## src/rtl/pc_npc_ctrl_if.sv

```systemverilog
// Fetch-control bundle between the condition handler / fetch stage and the PC/nPC pair.
// Names match the architectural signal names used throughout the front end.
interface pc_npc_ctrl_if;
    logic        LE;
    logic        J;
    logic [31:0] TA;
    logic        NUL;
    logic [31:0] PC;
    logic [31:0] nPC;
    logic        flush_if;
    logic        redirect;
    logic [15:0] taken_cnt;

    modport master (
        output LE, J, TA, NUL,
        input  PC, nPC, flush_if, redirect, taken_cnt
    );

    modport slave (
        input  LE, J, TA, NUL,
        output PC, nPC, flush_if, redirect, taken_cnt
    );
endinterface

```

## src/rtl/pc_npc_ctrl.sv

```systemverilog
// PA-RISC PC/nPC pair with delayed-branch semantics. A branch resolved during a stall is
// parked in PEND until the pipeline advances; a saturating taken-branch counter aids debug.
module pc_npc_ctrl #(
    parameter logic [31:0] RESET_PC = 32'h0000_0000
) (
    input  logic          clk,
    input  logic          rst_n,
    pc_npc_ctrl_if.slave  bus
);

    typedef enum logic {
        RUN  = 1'b0,
        PEND = 1'b1
    } state_t;

    state_t      state_q, state_d;
    logic [31:0] pc_q, pc_d;
    logic [31:0] npc_q, npc_d;
    logic        flush_q, flush_d;
    logic        redir_q, redir_d;
    logic [15:0] cnt_q, cnt_d;
    logic [31:0] pend_ta_q, pend_ta_d;
    logic        pend_nul_q, pend_nul_d;

    function automatic logic [31:0] align_ta(input logic [31:0] ta);
        return ta & 32'hFFFF_FFFC;
    endfunction

    function automatic logic [15:0] sat_inc(input logic [15:0] v);
        return (v == 16'hFFFF) ? v : v + 16'd1;
    endfunction

    always_ff @(posedge clk or negedge rst_n) begin
        if (!rst_n) begin
            state_q    <= RUN;
            pc_q       <= RESET_PC;
            npc_q      <= RESET_PC + 32'd4;
            flush_q    <= 1'b0;
            redir_q    <= 1'b0;
            cnt_q      <= 16'd0;
            pend_ta_q  <= 32'd0;
            pend_nul_q <= 1'b0;
        end else begin
            state_q    <= state_d;
            pc_q       <= pc_d;
            npc_q      <= npc_d;
            flush_q    <= flush_d;
            redir_q    <= redir_d;
            cnt_q      <= cnt_d;
            pend_ta_q  <= pend_ta_d;
            pend_nul_q <= pend_nul_d;
        end
    end

    // Flush/redirect default low so they pulse only on edges that apply a taken branch.
    always_comb begin
        state_d    = state_q;
        pc_d       = pc_q;
        npc_d      = npc_q;
        flush_d    = 1'b0;
        redir_d    = 1'b0;
        cnt_d      = cnt_q;
        pend_ta_d  = pend_ta_q;
        pend_nul_d = pend_nul_q;

        unique case (state_q)
            RUN: begin
                if (bus.LE) begin
                    pc_d = npc_q;
                    if (bus.J) begin
                        npc_d   = align_ta(bus.TA);
                        flush_d = bus.NUL;
                        redir_d = 1'b1;
                        cnt_d   = sat_inc(cnt_q);
                    end else begin
                        npc_d = npc_q + 32'd4;
                    end
                end else if (bus.J) begin
                    pend_ta_d  = align_ta(bus.TA);
                    pend_nul_d = bus.NUL;
                    state_d    = PEND;
                end
            end
            PEND: begin
                // J/TA are ignored here: the captured branch owns the next advance.
                if (bus.LE) begin
                    pc_d    = npc_q;
                    npc_d   = pend_ta_q;
                    flush_d = pend_nul_q;
                    redir_d = 1'b1;
                    cnt_d   = sat_inc(cnt_q);
                    state_d = RUN;
                end
            end
            default: state_d = RUN;
        endcase
    end

    assign bus.PC        = pc_q;
    assign bus.nPC       = npc_q;
    assign bus.flush_if  = flush_q;
    assign bus.redirect  = redir_q;
    assign bus.taken_cnt = cnt_q;

endmodule
```

## src/flat_wrapper.sv

```systemverilog
// flat-port wrapper written by rule: the top's interface ports become plain ports
module pc_npc_ctrl_flat 
#(
    parameter logic [31:0] RESET_PC = 32'h0000_0000
)
  (clk, rst_n, bus_LE, bus_J, bus_TA, bus_NUL, bus_PC, bus_nPC, bus_flush_if, bus_redirect, bus_taken_cnt);
  pc_npc_ctrl_if bus_i ();
  input  logic clk;
  input  logic rst_n;
  input wire logic [$bits(bus_i.LE)-1:0] bus_LE;
  input wire logic [$bits(bus_i.J)-1:0] bus_J;
  input wire logic [$bits(bus_i.TA)-1:0] bus_TA;
  input wire logic [$bits(bus_i.NUL)-1:0] bus_NUL;
  output wire logic [$bits(bus_i.PC)-1:0] bus_PC;
  output wire logic [$bits(bus_i.nPC)-1:0] bus_nPC;
  output wire logic [$bits(bus_i.flush_if)-1:0] bus_flush_if;
  output wire logic [$bits(bus_i.redirect)-1:0] bus_redirect;
  output wire logic [$bits(bus_i.taken_cnt)-1:0] bus_taken_cnt;
  assign bus_i.LE = bus_LE;
  assign bus_i.J = bus_J;
  assign bus_i.TA = bus_TA;
  assign bus_i.NUL = bus_NUL;
  assign bus_PC = bus_i.PC;
  assign bus_nPC = bus_i.nPC;
  assign bus_flush_if = bus_i.flush_if;
  assign bus_redirect = bus_i.redirect;
  assign bus_taken_cnt = bus_i.taken_cnt;
  pc_npc_ctrl #(.RESET_PC(RESET_PC)) u_core (.clk(clk), .rst_n(rst_n), .bus(bus_i));
endmodule
```

## config.mk

```make
export PLATFORM = sky130hd
export DESIGN_NAME = pc_npc_ctrl_flat
export DESIGN_NICKNAME = d
export VERILOG_FILES = /design/src/rtl/pc_npc_ctrl_if.sv /design/src/rtl/pc_npc_ctrl.sv /design/src/flat_wrapper.sv
export SDC_FILE = /design/constraint.sdc
export NUM_CORES = 1
export LEC_CHECK = 0
export ABC_AREA = 0
export CAP_MARGIN = 10
export CORE_MARGIN = 2
export CORE_UTILIZATION = 51
export DETAILED_ROUTE_END_ITERATION = 10
export PLACE_DENSITY = 0.81
export SLEW_MARGIN = 20
export SYNTH_ARGS = -nofsm -noshare
export SYNTH_HDL_FRONTEND = slang
export SYNTH_SLANG_ARGS = --single-unit
```

## constraint.sdc

```tcl
create_clock -name clk -period 2.18 [get_ports clk]
set_input_delay 0.436 -clock clk [delete_from_list [all_inputs] [get_ports clk]]
set_output_delay 0.436 -clock clk [all_outputs]
set_load 0.005 [all_outputs]
```

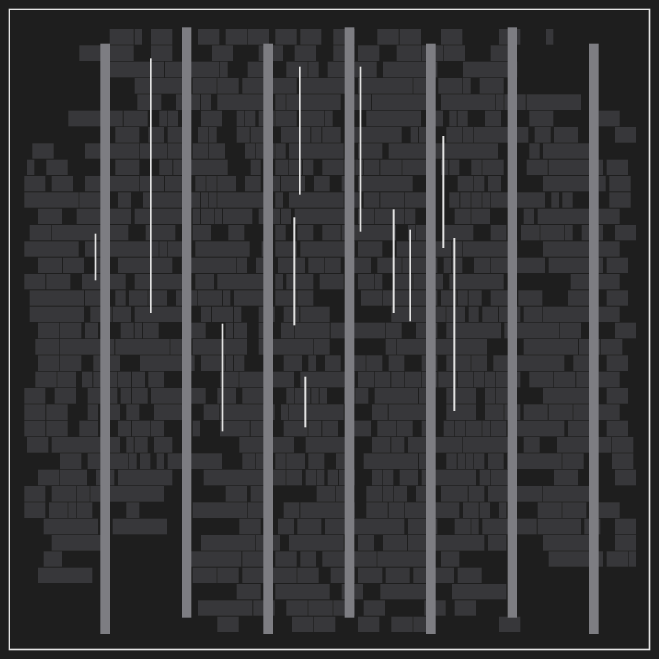
**Above:** run 1 (the metal 4 layer).
Scale: 6 px per um. Supply wires on this layer in grey. Cells faint in the background.
nets with wire on the layer: 9
main direction: vertical
wire length on this layer: 220 um
longest straight run: 42.2 um
wirelength, routed: 13400 um
vias post-DR: 4396

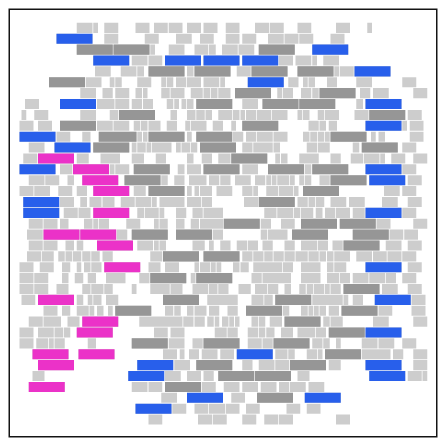
**Above:** run 1 (register map, names as in the netlist).
Scale: 4 px per um.
[u_core.bus.PC] blue | placed flops: 30 | where: widely spread
[u_core.bus.taken_cnt] magenta | placed flops: 16
Final Util: 0.686
Sequential Power: 0.00280 W

==> run notes, run 1 <==
impl run done, here's what came out: DP HPWL approximately 9500 um, Clk power around 0.0013 W, fin cells 750, power share of the sequential group 0.488, register area 0.00275 sq mm, postcts setup bufs 0, top power group sequential cells, outcome complete, no violations, Comb area share 0.344, Gate Area between 0.002 and 0.0025 sq mm, switching part of the total 0.295, initial antenna violation count 0, pre-CTS setup slack -0.0350 ns, die width around 110 um, max capacitance violation total 0, Max Slew Vio Count 0, metal2 WL about 6600 um, Yosys warning count 0, first-pass GRT wire length approximately 22000 um, Avg WL per Cell ~18 um, pin count of the biggest net entering global routing about 70
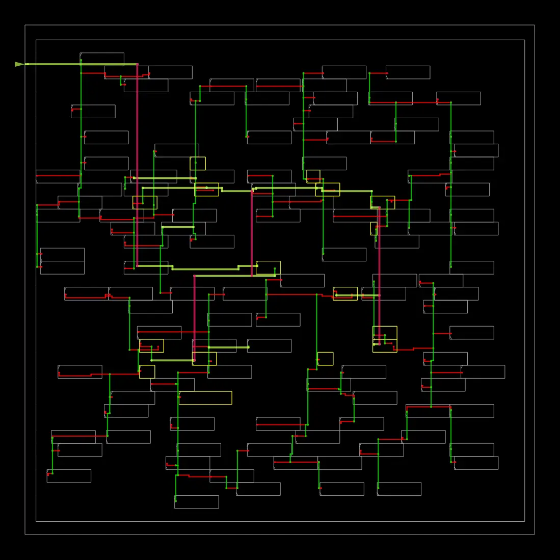
**Above:** run 1 (the clock network).
flip-flops: 110
cts bufs inserted: 9
clock buf count: 11
Clock Skew: 0.00890 ns

==> run 2: changes to the inputs <==
MAX_ROUTING_LAYER = met4   (was default)
==> run 2 against run 1 <==
Highest routed layer unchanged. Sequential share of layout area is the same. Area after synthesis unchanged. Fmax increased by 0.77%. First-iteration DRC count is 12% lower. Largest cell class unchanged.
==> run notes, run 2 <==
impl run done, here's what came out: cts bufs inserted 9 (unchanged), Final Util 0.686 (unchanged), switching part of the total 0.294 (-0.00156), initial antenna violation count 0 (unchanged), Sequential Power 0.00280 W (about the same), ao+oa area frac 0.155, yosys stat chip area between 0.005 and 0.006 sq mm, Gate Area 0.00242 sq mm (unchanged), Max Slew Vio Count 0 (unchanged), outcome complete, no violations, fin cells 750 (unchanged), Post-Layout Inst Area 0.00705 sq mm, register area 0.00275 sq mm (unchanged), top power group sequential cells, first-pass GRT wire length 22300 um (about the same), postcts setup bufs 0 (unchanged), max capacitance violation total 0 (unchanged), DP HPWL 9470 um (unchanged), clock buf count 11 (unchanged), die width 106 um (unchanged), power share of the sequential group 0.489 (about the same), flip-flops 110 (unchanged), pre-CTS setup slack -0.0350 ns (unchanged)
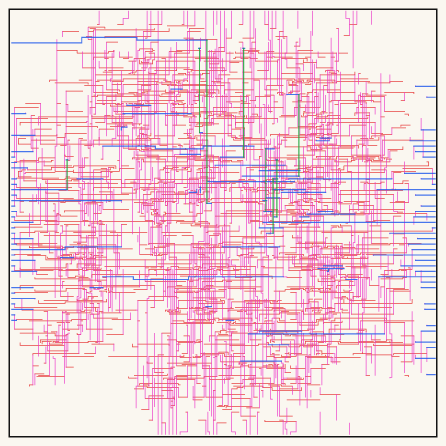
**Above:** run 2 (signal wires by layer).
Scale: 4 px per um.
[M3] blue | wire length: 805 um
[M2] magenta | wire length: 6590 um
[M1] red | wire length: 5790 um
[M4] green | wire length: 161 um
Avg WL per Cell: 17.8 um
wirelength, routed: 13300 um
vias post-DR: 4377
Total GRT Usage: 0.255

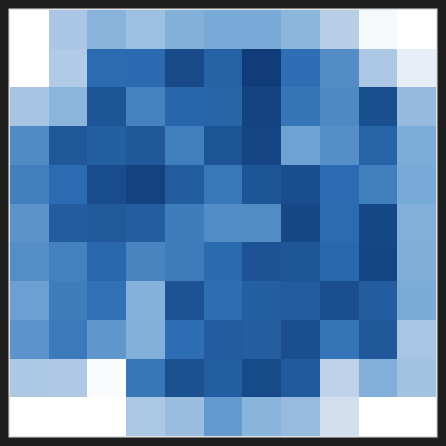
**Above:** run 2 (local utilization).
Scale: 4 px per um. The die is cut into 11 by 11 equal tiles; white is low, dark blue is high, 0 to 100% covered.
emptiest ninth of the die: lower left
nearly empty tiles: 6.6%
fullest tile: 95%
mean over tiles: 61%
Initial Util: 0.521
core area: 0.0103 sq mm

Power and IR drop assume default switching activity.
